==> src/rtl/adc_result_reader_if.sv <==
// Host register port of adc_result_reader.
//   reg_wr_en / reg_rd_en : write and read strobes, one cycle each
//   reg_addr              : 3-bit register address
//   reg_wdata             : write data
//   reg_rdata             : read data, registered, valid when reg_rdata_valid=1
//   reg_rdata_valid       : high exactly one cycle after an accepted read strobe
// master = host side, slave = adc_result_reader.
interface adc_result_reader_if;
  logic        reg_wr_en;
  logic        reg_rd_en;
  logic [2:0]  reg_addr;
  logic [15:0] reg_wdata;
  logic [15:0] reg_rdata;
  logic        reg_rdata_valid;

  modport master (
    output reg_wr_en, reg_rd_en, reg_addr, reg_wdata,
    input  reg_rdata, reg_rdata_valid
  );

  modport slave (
    input  reg_wr_en, reg_rd_en, reg_addr, reg_wdata,
    output reg_rdata, reg_rdata_valid
  );
endinterface

==> src/rtl/adc_result_reader.sv <==
// Host-side counterpart of the SAR-ADC digital core. Holds the ADC configuration
// words and the ADC reset, captures each result on the rising edge of the
// conversion-finished strobe into a FIFO, and exposes everything through a
// small register port with one cycle of read latency.
// Ports:
//   clk, rst          : single clock, synchronous active-high reset
//   bus (slave)       : host register port (see adc_result_reader_if)
//   config_1_out/2_out: configuration words to the ADC core
//   adc_rst_n_out     : ADC reset, low holds the ADC in reset (CTRL bit0)
//   result_in         : ADC conversion result
//   conv_finished_in  : ADC conversion-finished strobe
//   fifo_nempty_out   : FIFO holds at least one sample (host interrupt)
// Register map: 0 CFG1, 1 CFG2, 2 CTRL, 3 STATUS, 4 DATA (pop), 5 CNT, 6-7 zero.
module adc_result_reader #(
  parameter int          FIFO_DEPTH = 8,
  parameter logic [15:0] CFG1_RESET = 16'h0000,
  parameter logic [15:0] CFG2_RESET = 16'h0000
) (
  input  logic                clk,
  input  logic                rst,
  adc_result_reader_if.slave  bus,
  output logic [15:0]         config_1_out,
  output logic [15:0]         config_2_out,
  output logic                adc_rst_n_out,
  input  logic [15:0]         result_in,
  input  logic                conv_finished_in,
  output logic                fifo_nempty_out
);
  localparam int PTR_W = $clog2(FIFO_DEPTH);
  localparam int LVL_W = PTR_W + 1;

  logic [15:0]      cfg1, cfg2, cnt;
  logic             ctrl_en, conv_prev;
  logic             overflow, underflow;
  logic [PTR_W-1:0] wr_ptr, rd_ptr;
  logic [LVL_W-1:0] level;
  logic [15:0]      mem [FIFO_DEPTH];
  logic [15:0]      rdata_p1;
  logic             rdata_vld_p1;

  logic wr_cfg1, wr_cfg2, wr_ctrl, wr_status, wr_cnt, rd_data;
  logic flush, empty, full, conv_edge, capture;
  logic pop, push, overflow_set, underflow_set;
  logic [15:0] status, rd_mux;

  assign wr_cfg1   = bus.reg_wr_en && (bus.reg_addr == 3'd0);
  assign wr_cfg2   = bus.reg_wr_en && (bus.reg_addr == 3'd1);
  assign wr_ctrl   = bus.reg_wr_en && (bus.reg_addr == 3'd2);
  assign wr_status = bus.reg_wr_en && (bus.reg_addr == 3'd3);
  assign wr_cnt    = bus.reg_wr_en && (bus.reg_addr == 3'd5);
  assign rd_data   = bus.reg_rd_en && (bus.reg_addr == 3'd4);
  assign flush     = wr_ctrl && bus.reg_wdata[1];

  assign empty = (level == '0);
  assign full  = (level == LVL_W'(FIFO_DEPTH));

  // The edge detector always tracks the strobe; only the capture is gated by
  // the ADC enable, so re-enabling while the strobe is high does not push.
  assign conv_edge = conv_finished_in && !conv_prev;
  assign capture   = conv_edge && adc_rst_n_out;

  // A pop in the same cycle frees the slot, so a full FIFO still accepts the
  // push. A flush discards any push arriving in its own cycle.
  assign pop           = rd_data && !empty;
  assign underflow_set = rd_data && empty;
  assign push          = capture && (!full || pop) && !flush;
  assign overflow_set  = capture && full && !pop && !flush;

  assign status = {4'b0000, empty, full, underflow, overflow, 1'b0, 7'(level)};

  always_comb begin
    rd_mux = '0;
    case (bus.reg_addr)
      3'd0:    rd_mux = cfg1;
      3'd1:    rd_mux = cfg2;
      3'd2:    rd_mux = {15'd0, ctrl_en};
      3'd3:    rd_mux = status;
      3'd4:    rd_mux = empty ? 16'h0000 : mem[rd_ptr];
      3'd5:    rd_mux = cnt;
      default: rd_mux = '0;
    endcase
  end

  always_ff @(posedge clk) begin
    if (rst) begin
      cfg1         <= CFG1_RESET;
      cfg2         <= CFG2_RESET;
      ctrl_en      <= 1'b0;
      conv_prev    <= 1'b0;
      overflow     <= 1'b0;
      underflow    <= 1'b0;
      cnt          <= '0;
      wr_ptr       <= '0;
      rd_ptr       <= '0;
      level        <= '0;
      rdata_p1     <= '0;
      rdata_vld_p1 <= 1'b0;
    end else begin
      conv_prev <= conv_finished_in;
      if (wr_cfg1) cfg1    <= bus.reg_wdata;
      if (wr_cfg2) cfg2    <= bus.reg_wdata;
      if (wr_ctrl) ctrl_en <= bus.reg_wdata[0];

      // Write-one-to-clear; a set event in the same cycle wins.
      overflow  <= overflow_set  || (overflow  && !(wr_status && bus.reg_wdata[8]));
      underflow <= underflow_set || (underflow && !(wr_status && bus.reg_wdata[9]));

      // CNT counts captured edges, including samples dropped on overflow.
      if (wr_cnt)       cnt <= '0;
      else if (capture) cnt <= cnt + 16'd1;

      if (flush) begin
        wr_ptr <= '0;
        rd_ptr <= '0;
        level  <= '0;
      end else begin
        if (push) wr_ptr <= wr_ptr + PTR_W'(1);
        if (pop)  rd_ptr <= rd_ptr + PTR_W'(1);
        if (push && !pop)      level <= level + LVL_W'(1);
        else if (pop && !push) level <= level - LVL_W'(1);
      end

      // Read stage: data is the pre-write value; held until the next read.
      rdata_vld_p1 <= bus.reg_rd_en;
      if (bus.reg_rd_en) rdata_p1 <= rd_mux;
    end
  end

  // Sample storage needs no reset; emptiness is tracked by level.
  always_ff @(posedge clk) begin
    if (push) mem[wr_ptr] <= result_in;
  end

  assign config_1_out        = cfg1;
  assign config_2_out        = cfg2;
  assign adc_rst_n_out       = ctrl_en;
  assign fifo_nempty_out     = !empty;
  assign bus.reg_rdata       = rdata_p1;
  assign bus.reg_rdata_valid = rdata_vld_p1;
endmodule

==> src/flat_wrapper.sv <==
// flat-port wrapper written by rule: the top's interface ports become plain ports
module adc_result_reader_flat 
#(
  parameter int          FIFO_DEPTH = 8,
  parameter logic [15:0] CFG1_RESET = 16'h0000,
  parameter logic [15:0] CFG2_RESET = 16'h0000
)
  (clk, rst, config_1_out, config_2_out, adc_rst_n_out, result_in, conv_finished_in, fifo_nempty_out, bus_reg_wr_en, bus_reg_rd_en, bus_reg_addr, bus_reg_wdata, bus_reg_rdata, bus_reg_rdata_valid);
  adc_result_reader_if bus_i ();
  input  logic clk;
  input  logic rst;
  output logic [15:0] config_1_out;
  output logic [15:0] config_2_out;
  output logic adc_rst_n_out;
  input  logic [15:0] result_in;
  input  logic conv_finished_in;
  output logic fifo_nempty_out;
  input wire logic [$bits(bus_i.reg_wr_en)-1:0] bus_reg_wr_en;
  input wire logic [$bits(bus_i.reg_rd_en)-1:0] bus_reg_rd_en;
  input wire logic [$bits(bus_i.reg_addr)-1:0] bus_reg_addr;
  input wire logic [$bits(bus_i.reg_wdata)-1:0] bus_reg_wdata;
  output wire logic [$bits(bus_i.reg_rdata)-1:0] bus_reg_rdata;
  output wire logic [$bits(bus_i.reg_rdata_valid)-1:0] bus_reg_rdata_valid;
  assign bus_i.reg_wr_en = bus_reg_wr_en;
  assign bus_i.reg_rd_en = bus_reg_rd_en;
  assign bus_i.reg_addr = bus_reg_addr;
  assign bus_i.reg_wdata = bus_reg_wdata;
  assign bus_reg_rdata = bus_i.reg_rdata;
  assign bus_reg_rdata_valid = bus_i.reg_rdata_valid;
  adc_result_reader #(.FIFO_DEPTH(FIFO_DEPTH), .CFG1_RESET(CFG1_RESET), .CFG2_RESET(CFG2_RESET)) u_core (.clk(clk), .rst(rst), .bus(bus_i), .config_1_out(config_1_out), .config_2_out(config_2_out), .adc_rst_n_out(adc_rst_n_out), .result_in(result_in), .conv_finished_in(conv_finished_in), .fifo_nempty_out(fifo_nempty_out));
endmodule
==> config.mk <==
export PLATFORM = sky130hd
export DESIGN_NAME = adc_result_reader_flat
export DESIGN_NICKNAME = d
export VERILOG_FILES = /design/src/rtl/adc_result_reader_if.sv /design/src/rtl/adc_result_reader.sv /design/src/flat_wrapper.sv
export SDC_FILE = /design/constraint.sdc
export NUM_CORES = 1
export LEC_CHECK = 0
export CORE_AREA = 2 2 128 130
export CTS_BUF_LIST = sky130_fd_sc_hd__clkbuf_4 sky130_fd_sc_hd__clkbuf_8
export CTS_CLUSTER_SIZE = 25
export DETAILED_ROUTE_END_ITERATION = 8
export DIE_AREA = 0 0 130 132
export PLACE_DENSITY = 0.76
export SLEW_MARGIN = 20
export SYNTH_ARGS = -nofsm -noshare
export SYNTH_HDL_FRONTEND = slang
export SYNTH_SLANG_ARGS = --single-unit
==> constraint.sdc <==
create_clock -name clk -period 3.4 [get_ports clk]
set_input_delay 0.34 -clock clk [delete_from_list [all_inputs] [get_ports clk]]
set_output_delay 0.34 -clock clk [all_outputs]
set_load 0.005 [all_outputs]
### Port wiring

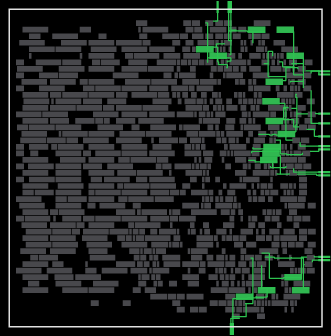
[`config_2_out`] green | direction: output | edge: 11 east, 3 north, 2 south | end cells: 16 | buffers: 16 | wire: 597 µm

### Metal 3

The bar under the picture is 50 µm long.
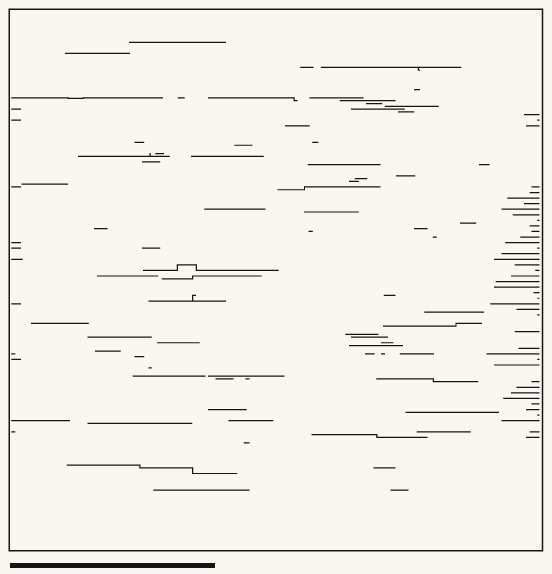
share of all routed wire: 5.7%
main direction: horizontal
wire length on this layer: 1080 µm
longest straight run: 34.0 µm

### Cell placement

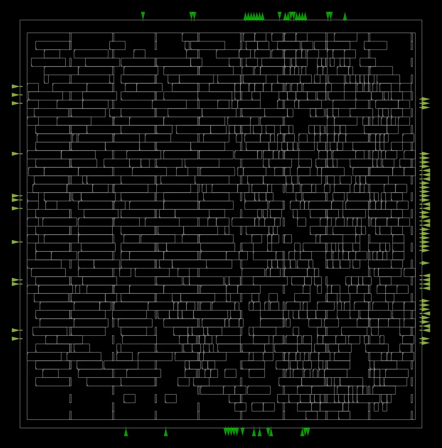
fraction of standard cell area that is sequential: 52.23%
final standard cell utilization of the core: 66.85%
number of tap instances: 216

## per-layer routing
| metal | global-route usage [%] | wire length, µm | vias to the layer above |
|---|---|---|---|
| met2 | 36.94 | 9386 | 182 |
| met3 | 4.586 | 1079 | 31 |
| li1 | - | - | 2656 |
| met4 | 7.288 | 365 | 0 |
| met1 | 29.90 | 8076 | 2807 |
| met5 | 0 | 0 | - |
## power groups by stage
stage | Sequential, W | Clock [W] | Combinational [W]
2_1_floorplan | 0.00278 | 0 | 0.0000952
3_3_place_gp | 0.00278 | 0 | 0.000216
3_5_place_dp | 0.00278 | 0 | 0.000222
4_1_cts | 0.00273 | 0.00225 | 0.000223
5_1_grt | 0.00273 | 0.00236 | 0.000243
6_report | 0.00273 | 0.00220 | 0.000224
==> results.yml <==
# generated from flow reports
run_status:
  status: "complete, no violations"
power_and_ir_drop:
  internal_power_w: 0.004072
  peakVddDrop_mv: 0.3646
  swShare_pct: 21.00
global_route:
  track_usage_pct: 22.41
  antenna_violations_before_repair: 0
  gr-total-overflow: 0
yosys:
  ys_types: 56
  top_area_share_pct: 44.76
  biggest_area_contributors_in_the_synthesized_netlist: "edfxtp_1 45%, dfxtp_1 19%, mux4_2 8.7%, nand2_1 3.8%, mux2i_1 3.3%"
  synthesis.nets: 690
  synth-compound-area-share_pct: 7.925
  yosys_warnings: 0
  synthTopCellsByCount: "128 x edfxtp_1, 87 x nand2_1, 82 x dfxtp_1"
  enable_flop_cells: 128
  synthFlopType: "edfxtp_1"
  synth-seq-area-share_pct: 63.87
cells_and_area:
  largest_cell_class_by_area: "registers"
  ffs_latches: 210
  fillers: 1124
  comb_area_share_pct: 27.99
  design_area_um2: 10500
min_path:
  min_delay_path_depth: 3
  type_of_the_most_critical_hold_path: "input pin to flop"
clocking:
  tritoncts.num_buffers: 35
  cts.hold.buffers_added: 0
route:
  routed_wl_um: 18910
  avgViaCountPerCell: 5.710
  dr.first_iter.drc_count: 464
  vias: 5676
worst_setup_path:
  critical_path.reg2reg.endpoint: "u_core.level[3]$_SDFFE_PP0P_"
  critical_path_cell_count: 9
timing:
  finalHoldWorstSlack_ns: 0.4020
placement:
  post-place-ws_ns: 0.3029
Power and IR drop assume default switching activity.
